### config.mk
export PLATFORM = sky130hd
export DESIGN_NAME = hazard_ctrl_flat
export DESIGN_NICKNAME = d
export VERILOG_FILES = /design/src/rtl/hazard_ctrl_if.sv /design/src/rtl/hazard_ctrl.sv /design/src/flat_wrapper.sv
export SDC_FILE = /design/constraint.sdc
export NUM_CORES = 1
export LEC_CHECK = 0
export CAP_MARGIN = 0
export CORE_MARGIN = 5
export CORE_UTILIZATION = 45
export DETAILED_ROUTE_END_ITERATION = 8
export HOLD_SLACK_MARGIN = 0.15
export PLACE_DENSITY = 0.81
export SYNTH_ARGS = -nofsm -noshare
export SYNTH_HDL_FRONTEND = slang
export SYNTH_SLANG_ARGS = --single-unit
### constraint.sdc
create_clock -name clk -period 3.8 [get_ports clk]
set_input_delay 0.76 -clock clk [delete_from_list [all_inputs] [get_ports clk]]
set_output_delay 0.76 -clock clk [all_outputs]
set_load 0.01 [all_outputs]
### src/rtl/hazard_ctrl_if.sv
// hazard_ctrl_if: pipeline-side status in, stall/flush/bubble controls out.
interface hazard_ctrl_if;
    logic       id_valid;
    logic [4:0] id_read_reg1;
    logic [4:0] id_read_reg2;
    logic       id_hlt;
    logic       ex_mem_reg;
    logic [4:0] ex_write_reg;
    logic       ex_mul;
    logic       ex_branch_taken;
    logic       pc_stall;
    logic       if_id_stall;
    logic       if_id_flush;
    logic       id_ex_bubble;
    logic       ex_hold;
    logic       halted;
    logic [1:0] state;

    modport master (
        output id_valid, id_read_reg1, id_read_reg2, id_hlt,
        output ex_mem_reg, ex_write_reg, ex_mul, ex_branch_taken,
        input  pc_stall, if_id_stall, if_id_flush, id_ex_bubble, ex_hold, halted, state
    );

    modport slave (
        input  id_valid, id_read_reg1, id_read_reg2, id_hlt,
        input  ex_mem_reg, ex_write_reg, ex_mul, ex_branch_taken,
        output pc_stall, if_id_stall, if_id_flush, id_ex_bubble, ex_hold, halted, state
    );
endinterface

### src/rtl/hazard_ctrl.sv
// hazard_ctrl: pipeline hazard controller with load-use stall, branch flush, multicycle multiply and halt drain.
module hazard_ctrl #(
    parameter int MUL_CYCLES   = 4,
    parameter int DRAIN_CYCLES = 4
) (
    input logic          clk,
    input logic          rst,
    hazard_ctrl_if.slave bus
);
    typedef enum logic [1:0] {RUN = 2'b00, MUL = 2'b01, DRAIN = 2'b10, HALT = 2'b11} state_t;

    localparam logic [3:0] MUL_INIT   = 4'(MUL_CYCLES - 2);
    localparam logic [3:0] DRAIN_INIT = 4'(DRAIN_CYCLES - 1);

    state_t     r_state, w_state_nxt;
    logic [3:0] r_cnt, w_cnt_nxt;
    logic       w_load_use;
    logic       w_pc_stall, w_if_id_stall, w_if_id_flush, w_id_ex_bubble, w_ex_hold, w_halted;

    assign w_load_use = bus.ex_mem_reg && (bus.ex_write_reg != 5'd0) && bus.id_valid &&
                        ((bus.ex_write_reg == bus.id_read_reg1) || (bus.ex_write_reg == bus.id_read_reg2));

    always_ff @(posedge clk) begin
        if (rst) begin
            r_state <= RUN;
            r_cnt   <= '0;
        end else begin
            r_state <= w_state_nxt;
            r_cnt   <= w_cnt_nxt;
        end
    end

    always_comb begin
        w_state_nxt    = r_state;
        w_cnt_nxt      = r_cnt;
        w_pc_stall     = 1'b0;
        w_if_id_stall  = 1'b0;
        w_if_id_flush  = 1'b0;
        w_id_ex_bubble = 1'b0;
        w_ex_hold      = 1'b0;
        w_halted       = 1'b0;
        case (r_state)
            RUN: begin
                if (bus.ex_mul) begin
                    w_ex_hold     = 1'b1;
                    w_pc_stall    = 1'b1;
                    w_if_id_stall = 1'b1;
                    w_state_nxt   = MUL;
                    w_cnt_nxt     = MUL_INIT;
                end else if (bus.ex_branch_taken) begin
                    w_if_id_flush  = 1'b1;
                    w_id_ex_bubble = 1'b1;
                end else if (w_load_use) begin
                    w_pc_stall     = 1'b1;
                    w_if_id_stall  = 1'b1;
                    w_id_ex_bubble = 1'b1;
                end else if (bus.id_hlt && bus.id_valid) begin
                    // hlt stays parked in ID; only bubbles reach EX from here on
                    w_pc_stall     = 1'b1;
                    w_if_id_stall  = 1'b1;
                    w_id_ex_bubble = 1'b1;
                    w_state_nxt    = DRAIN;
                    w_cnt_nxt      = DRAIN_INIT;
                end
            end
            MUL: begin
                if (r_cnt != 4'd0) begin
                    w_ex_hold     = 1'b1;
                    w_pc_stall    = 1'b1;
                    w_if_id_stall = 1'b1;
                    w_cnt_nxt     = r_cnt - 4'd1;
                end else begin
                    w_state_nxt = RUN;
                end
            end
            DRAIN: begin
                w_pc_stall     = 1'b1;
                w_if_id_stall  = 1'b1;
                w_id_ex_bubble = 1'b1;
                w_state_nxt    = (r_cnt == 4'd0) ? HALT : DRAIN;
                w_cnt_nxt      = (r_cnt == 4'd0) ? r_cnt : r_cnt - 4'd1;
            end
            default: begin
                w_pc_stall     = 1'b1;
                w_if_id_stall  = 1'b1;
                w_id_ex_bubble = 1'b1;
                w_halted       = 1'b1;
            end
        endcase
    end

    // reset masks every output immediately, before the state register clears
    assign bus.pc_stall     = w_pc_stall & ~rst;
    assign bus.if_id_stall  = w_if_id_stall & ~rst;
    assign bus.if_id_flush  = w_if_id_flush & ~rst;
    assign bus.id_ex_bubble = w_id_ex_bubble & ~rst;
    assign bus.ex_hold      = w_ex_hold & ~rst;
    assign bus.halted       = w_halted & ~rst;
    assign bus.state        = rst ? 2'b00 : r_state;
endmodule

### src/flat_wrapper.sv
// flat-port wrapper written by rule: the top's interface ports become plain ports
module hazard_ctrl_flat 
#(
    parameter int MUL_CYCLES   = 4,
    parameter int DRAIN_CYCLES = 4
)
  (clk, rst, bus_id_valid, bus_id_read_reg1, bus_id_read_reg2, bus_id_hlt, bus_ex_mem_reg, bus_ex_write_reg, bus_ex_mul, bus_ex_branch_taken, bus_pc_stall, bus_if_id_stall, bus_if_id_flush, bus_id_ex_bubble, bus_ex_hold, bus_halted, bus_state);
  hazard_ctrl_if bus_i ();
  input logic clk;
  input logic rst;
  input wire logic [$bits(bus_i.id_valid)-1:0] bus_id_valid;
  input wire logic [$bits(bus_i.id_read_reg1)-1:0] bus_id_read_reg1;
  input wire logic [$bits(bus_i.id_read_reg2)-1:0] bus_id_read_reg2;
  input wire logic [$bits(bus_i.id_hlt)-1:0] bus_id_hlt;
  input wire logic [$bits(bus_i.ex_mem_reg)-1:0] bus_ex_mem_reg;
  input wire logic [$bits(bus_i.ex_write_reg)-1:0] bus_ex_write_reg;
  input wire logic [$bits(bus_i.ex_mul)-1:0] bus_ex_mul;
  input wire logic [$bits(bus_i.ex_branch_taken)-1:0] bus_ex_branch_taken;
  output wire logic [$bits(bus_i.pc_stall)-1:0] bus_pc_stall;
  output wire logic [$bits(bus_i.if_id_stall)-1:0] bus_if_id_stall;
  output wire logic [$bits(bus_i.if_id_flush)-1:0] bus_if_id_flush;
  output wire logic [$bits(bus_i.id_ex_bubble)-1:0] bus_id_ex_bubble;
  output wire logic [$bits(bus_i.ex_hold)-1:0] bus_ex_hold;
  output wire logic [$bits(bus_i.halted)-1:0] bus_halted;
  output wire logic [$bits(bus_i.state)-1:0] bus_state;
  assign bus_i.id_valid = bus_id_valid;
  assign bus_i.id_read_reg1 = bus_id_read_reg1;
  assign bus_i.id_read_reg2 = bus_id_read_reg2;
  assign bus_i.id_hlt = bus_id_hlt;
  assign bus_i.ex_mem_reg = bus_ex_mem_reg;
  assign bus_i.ex_write_reg = bus_ex_write_reg;
  assign bus_i.ex_mul = bus_ex_mul;
  assign bus_i.ex_branch_taken = bus_ex_branch_taken;
  assign bus_pc_stall = bus_i.pc_stall;
  assign bus_if_id_stall = bus_i.if_id_stall;
  assign bus_if_id_flush = bus_i.if_id_flush;
  assign bus_id_ex_bubble = bus_i.id_ex_bubble;
  assign bus_ex_hold = bus_i.ex_hold;
  assign bus_halted = bus_i.halted;
  assign bus_state = bus_i.state;
  hazard_ctrl #(.MUL_CYCLES(MUL_CYCLES), .DRAIN_CYCLES(DRAIN_CYCLES)) u_core (.clk(clk), .rst(rst), .bus(bus_i));
endmodule
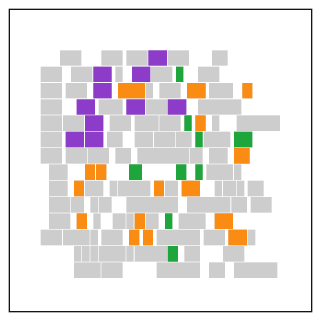
*Logic cells by family, run 1*
(6 px per um)
legend:
  NAND gates:
    color: green
    cells: 9
    where: middle
  XOR/XNOR gates:
    color: purple
    cells: 10
  inverting AOI/OAI gates:
    color: orange
    cells: 16
Final Instance Count excl. Fillers: 136
Commonest Layout Cell: clkdlybuf4s50_1
Comb area share: 52.7%

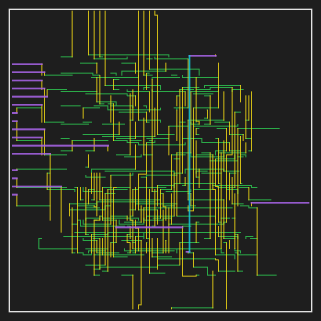
*Wiring by layer, run 1*
(6 px per um)
legend:
  metal 4:
    color: cyan
    wire_length: 32.6 um
  metal 2:
    color: yellow
    wire_length: 939 um
  metal 3:
    color: purple
    wire_length: 99.7 um
  metal 1:
    color: green
    wire_length: 856 um
routed wire length: 1930 um
wire per inst: 14.2 um

==> run notes, run 1 <==
yosys + openroad results -> async set-or-reset flop fraction in the synthesized netlist=0%, Clock Tree Buf Depth=2, fmax=between 0.2 and 0.3 GHz, post-cts hold-fix buffer tally=0, Seq/total area=between 10% and 20%, routed vias/inst=5.43, Netlist cell types=34, RePlAce Congestion=roughly 0.75, vias in the first global route=738, cts repair resizes=2, Period minus WS final=roughly 3600 ps, largest net degree at the start of global routing=11, TritonCTS clock tree=yes, DP Area=between 0.001 and 0.0015 mm^2, slowest stage delay, CP=460 ps, cycle use final=between 90 and 100%, comb area leader=simple AND/OR/NAND/NOR gates, post-synth top area share=~17%, CP Cell Sequence=clkdlybuf4s50_1, xor2_1, nor3_2, a22oi_2, o31a_1, or3b_1, a21oi_1, dlygate4sd2_1, GR Overflow Total=0, Mapped Nets=around 120, Starting Density=a little under half, registers=6, Reg area=~120 um^2, WP buf/inv=2, fin nets=roughly 150, ys flops=6, CTS sink cnt=6, area grow syn2layout=47.6%, area leader, netlist=dfxtp_1, Root Buffer=clkbuf_4, Cells after DPL=~130, final tally of hold violations=0, IO Pins=30, max-slew violations=0, setup slack at placement=-86.2 ps, element type at the critical path start=primary input, ys flop type=dfxtp_1, buffer share of cell area=29.7%, DR pass1 iterations=4, first-iteration detailed-routing DRC count=2, WP data arrival=between 2000 and 3000 ps, CP required=around 3000 ps, worst slew pin tran=478 ps, dominant kind of cell by area=combinational gates, status=complete, no violations, initial antenna violation count=0, die area=about 0.0025 mm^2, antenna fix cells=0, slowest CP cell=clkdlybuf4s50_1, Post-DP HPWL=approximately 1600 um, delay-heaviest family, CP=buffers and inverters, top cells by count, synth=10 x xor2_1, 9 x nor2_1, 7 x inv_1, Setup Crit Path Kind=in -> out, all-layer global routing usage=roughly 16%, CP Max Fanout=3, RSZ-0062 raised after global routing=yes, H-tree lvl count=1, # setup viols final=0, yosys adder share=between 10% and 20%, cell count listed in synth_stat.txt=about 87, tool warnings=31, PwrDens=about 510 mW/mm^2, first-pass GRT wire length=about 3200 um, Top Layout Cells=27 x clkdlybuf4s50_1, 10 x xor2_1, 9 x nor2_1, nonclk buf count=33, Max Cap Viol=0, Pleak=roughly 0.45 nW, ao+oa area frac=roughly 17%, Layout fillers=~140, Simple-Gate Area Share=34.3%, Post-CTS Setup Repair Bufs=0, worst setup margin=~200 ps, Rows=14, post-route cell area=approximately 0.0011 mm^2, setup skew after layout=6.32 ps, DRC viols=0, die height=~50 um, yosys warns=0, cell with the most instances after synthesis=xor2_1, clkbuf count=3, Comb gates=between 70 and 80, Crit. End Element=output port, Mapped Area=between 700 and 800 um^2, YS chip area=a little over 700 um^2, maximum vdd drop=0.000472 V, Final ANT Viol Nets=0, MUX area fraction=under 10%, Clock Network Area Fraction=2.10%
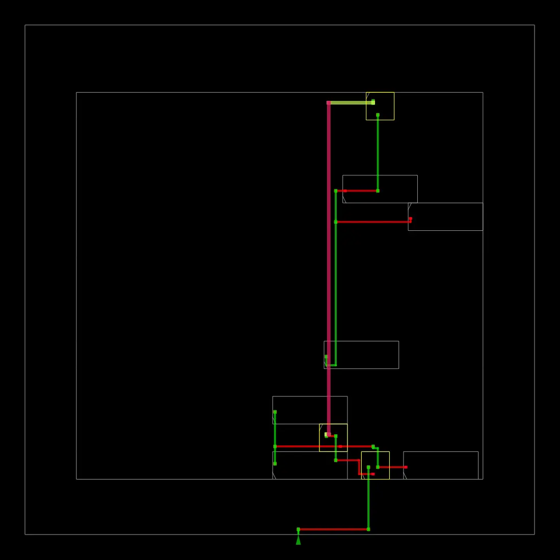
*Clock routing, run 1*
CTS buffer count: 3
Late-Pin Clk Latency: 260 ps
Clock Power: 62.8 uW

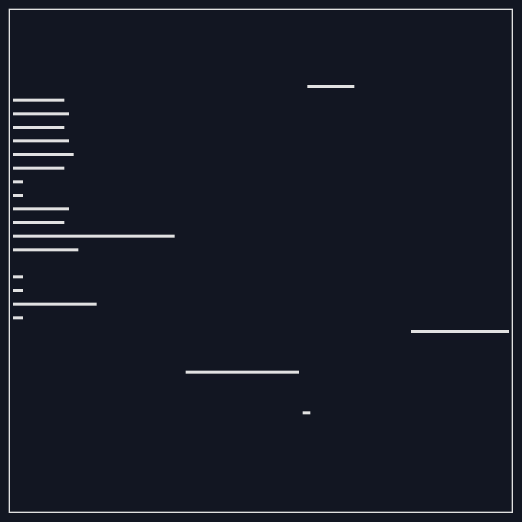
*M3 wires, run 1*
(10 px per um)
longest straight run: 15.9 um
share of all routed wire: 5.2%
main direction: horizontal
routed vias: 738
met3 usage: 2.07%

==> run 1: final timing paths <==
path / startpoint / endpoint / slack (ps) / depth (start not counted)
max reg2reg: u_core.r_state[1]$_SDFFE_PP0P_ / u_core.r_state[1]$_SDFFE_PP0P_ / 1850 / 6
min: u_core.r_cnt[3]$_SDFFE_PP0P_ / u_core.r_cnt[3]$_SDFFE_PP0P_ / 500 / 2
max: bus_ex_write_reg[2] / bus_if_id_stall / 200 / 8
min reg2reg: u_core.r_cnt[3]$_SDFFE_PP0P_ / u_core.r_cnt[3]$_SDFFE_PP0P_ / 500 / 2
==> run 1: metrics by stage <==
step / util [%] / setup TNS, ps
2_1_floorplan: - / 0
3_3_place_gp: 69.0 / -120
3_5_place_dp: 69.0 / -171
4_1_cts: 70.3 / 0
5_1_grt: 70.3 / -6.58
6_report: 70.3 / 0
==> run 1: power breakdown <==
part | switching [mW] | leakage (nW) | internal [mW]
Combinational | 0.186 | 0.383 | 0.187
Sequential | 0.0198 | 0.0494 | 0.0880
Clock | 0.0269 | 0.0138 | 0.0360
==> run 1: flip-flops by register name, indices dropped and copies added (netlist names) <==
name	flops
u_core.r_state	2
u_core.r_cnt	4
==> run 1: kinds of logic (layout without fill, tap and decap cells) <==
group / count (synthesis) / after routing
DFF: 6 / 6
muxes: 2 / 2
xor gates and xnor gates: 10 / 10
and+or+nand+nor: 35 / 35
adders and majority gates: 6 / 6
AOI/OAI and AO/OA: 18 / 18
buffers and inverters: 10 / 43
==> run 1: layer usage <==
metal	track usage, %	vias up	wire, um
li1	-	379	-
met1	20.4	336	855
met2	25.9	21	938
met3	2.07	2	99
met4	7.86	0	32
met5	0	-	0
==> run 1: worst min-delay path, stage by stage, from the launching register on <==
cell,delay [ps]
dfxtp_1,320
inv_1,50
o32ai_1,80
==> inputs of run 2 (changes only) <==
CTS_CLUSTER_DIAMETER = 120   (was default)
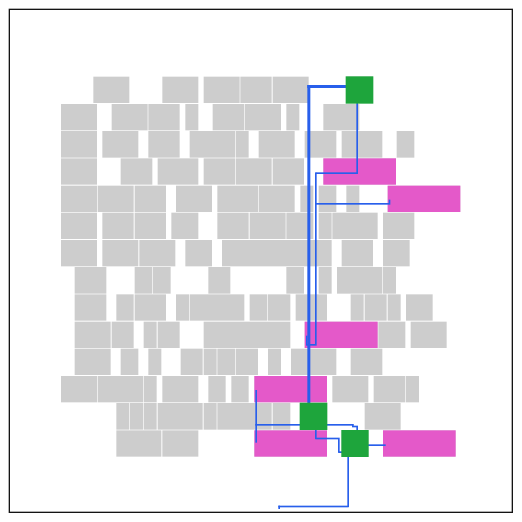
*Routed clock nets over the placement, run 2*
(10 px per um)
legend:
  clock wires:
    color: blue
    length: 117 um
  flip-flops:
    color: magenta
    count: 6
  clock drivers:
    color: green
    count: 3
routed clock nets: 4
setup skew after layout: 6.32 ps
clock power share: 11.6%

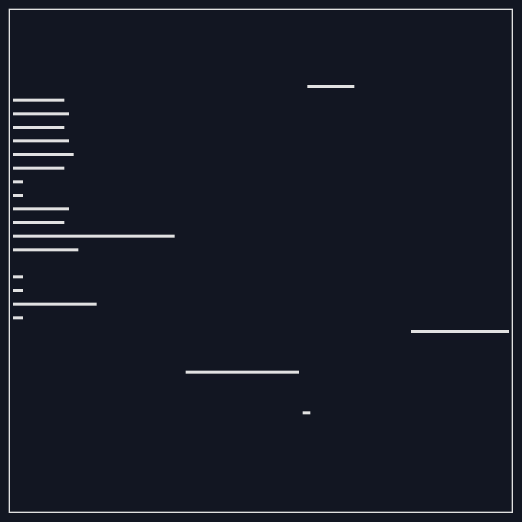
*M3 wires, run 2*
(10 px per um)
longest straight run: 15.9 um
wire length on this layer: 99.7 um
share of all routed wire: 5.2%
main direction: horizontal
nets with wire on the layer: 19

==> run 2 against run 1 <==
Effect of this change: combinational power about the same; wire length unchanged; fmax unchanged; cell count unchanged; total power unchanged; clock skew unchanged; area after synthesis unchanged; critical path depth unchanged; synthesized cell count unchanged; core utilization unchanged; flip-flop count unchanged; setup slack unchanged; critical path type unchanged; largest power group unchanged.
==> run notes, run 2 <==
yosys + openroad results -> CTS buffer count=3, Mapped Nets=115, status=complete, no violations, initial antenna violation count=0, yosys warns=0, Netlist cell types=34, Cells after DPL=roughly 130, WP data arrival=approximately 2800 ps, Setup Crit Path Kind=in -> out, area grow syn2layout=47.6%, tool warnings=31, first-pass GRT wire length=3200 um, PwrDens=508 mW/mm^2, CTS sink cnt=6, cell count listed in synth_stat.txt=slightly below 90, Top reg by flops=u_core.r_cnt, fin nets=approximately 150, post-synth top area share=approximately 17%, TNS Setup=0 ps, RePlAce Congestion=roughly 0.75, DRC viols=0, wire per inst=~14 um, cts repair resizes=2, CP required=just over 3000 ps, antenna fix cells=0, post-cts hold-fix buffer tally=0, Pleak=~0.45 nW, IO Pins=30, GR Overflow Total=0, max FFs per register=4, Crit. End Element=output port, routed vias=738, largest registers=u_core.r_cnt x4, u_core.r_state x2, maximum vdd drop=0.000472 V, Clock Tree Buf Depth=2, DR pass1 iterations=4, Final Instance Count excl. Fillers=136, cell with the most instances after synthesis=xor2_1, final core utilization=70.3%, DP Area=~0.0011 mm^2, TritonCTS clock tree=yes, Starting Density=between 40 and 50%, cycle use final=a little over nine tenths, routed wire length=approximately 1900 um, CP Max Fanout=3, vias in the first global route=about 740, H-tree lvl count=1, die area=0.00252 mm^2, first-iteration detailed-routing DRC count=2, ys flop type=dfxtp_1, YS chip area=726 um^2, all-layer global routing usage=15.9%, Post-CTS Setup Repair Bufs=0, post-route cell area=roughly 0.0011 mm^2, Max Cap Viol=0, setup slack at placement=-86.2 ps, Rows=14, ys flops=6, Commonest Layout Cell=clkdlybuf4s50_1, Period minus WS final=about 3600 ps, routed vias/inst=5.43, worst slew pin tran=approximately 480 ps, final tally of hold violations=0, Root Buffer=clkbuf_4, Top Layout Cells=27 x clkdlybuf4s50_1, 10 x xor2_1, 9 x nor2_1, die height=roughly 50 um, largest net degree at the start of global routing=11, element type at the critical path start=primary input, top cells by count, synth=10 x xor2_1, 9 x nor2_1, 7 x inv_1
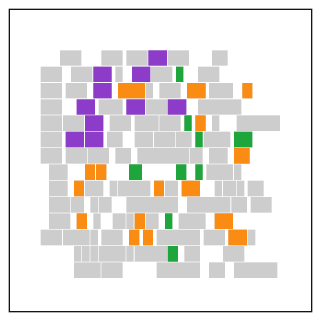
*Logic cells by family, run 2*
(6 px per um)
legend:
  XOR/XNOR gates:
    color: purple
    cells: 10
  inverting AOI/OAI gates:
    color: orange
    cells: 16
  NAND gates:
    color: green
    cells: 9
    where: middle

-- run 2: cell counts after synthesis --
No cell type changed its count.
-- run 2: cell families after synthesis --
family / Yosys count / synth area share (%)
simple gates: 35 / 34.3
compound gates: 18 / 16.9
xor+xnor: 10 / 12.1
buf+inv: 10 / 5.69
fa+ha+maj: 6 / 10.3
flops: 6 / 16.6
mux: 2 / 4.14
-- run 2: layout make-up --
class	instances	area, um^2
Tap cell	16	20.0
Clock buffer	3	22.5
Timing Repair Buffer	33	318
Multi-Input combinational cell	71	564
Fill cell	135	453
Sequential cell	6	120
Inverter	7	26.3
-- run 2: layer usage --
metal  up-vias  share of wire (%)  track usage [%]
li1        379                  -                -
met1       336                 44             20.4
met2        21                 49             25.9
met3         2                5.1             2.07
met4         0                1.7             7.86
met5         -                  0                0
-- run 2: power by group --
part           switching, mW  total, mW  internal (mW)
sequential            0.0198      0.108         0.0880
clock                 0.0269     0.0628         0.0360
combinational          0.186      0.373          0.187
-- run 2: final timing paths --
check | slack, ps | cells after the start | from | to
max | 200 | 8 | bus_ex_write_reg[2] | bus_if_id_stall
min | 500 | 2 | u_core.r_cnt[3]$_SDFFE_PP0P_ | u_core.r_cnt[3]$_SDFFE_PP0P_
max reg2reg | 1850 | 6 | u_core.r_state[1]$_SDFFE_PP0P_ | u_core.r_state[1]$_SDFFE_PP0P_
min reg2reg | 500 | 2 | u_core.r_cnt[3]$_SDFFE_PP0P_ | u_core.r_cnt[3]$_SDFFE_PP0P_
-- run 2: critical path, cell delays in order --
cell and delay [ps]:
clkdlybuf4s50_1 460, xor2_1 190, nor3_2 190, a22oi_2 110
o31a_1 320, or3b_1 350, a21oi_1 170, dlygate4sd2_1 290
Power figures rest on the tool's default switching activity, not on a simulated workload.
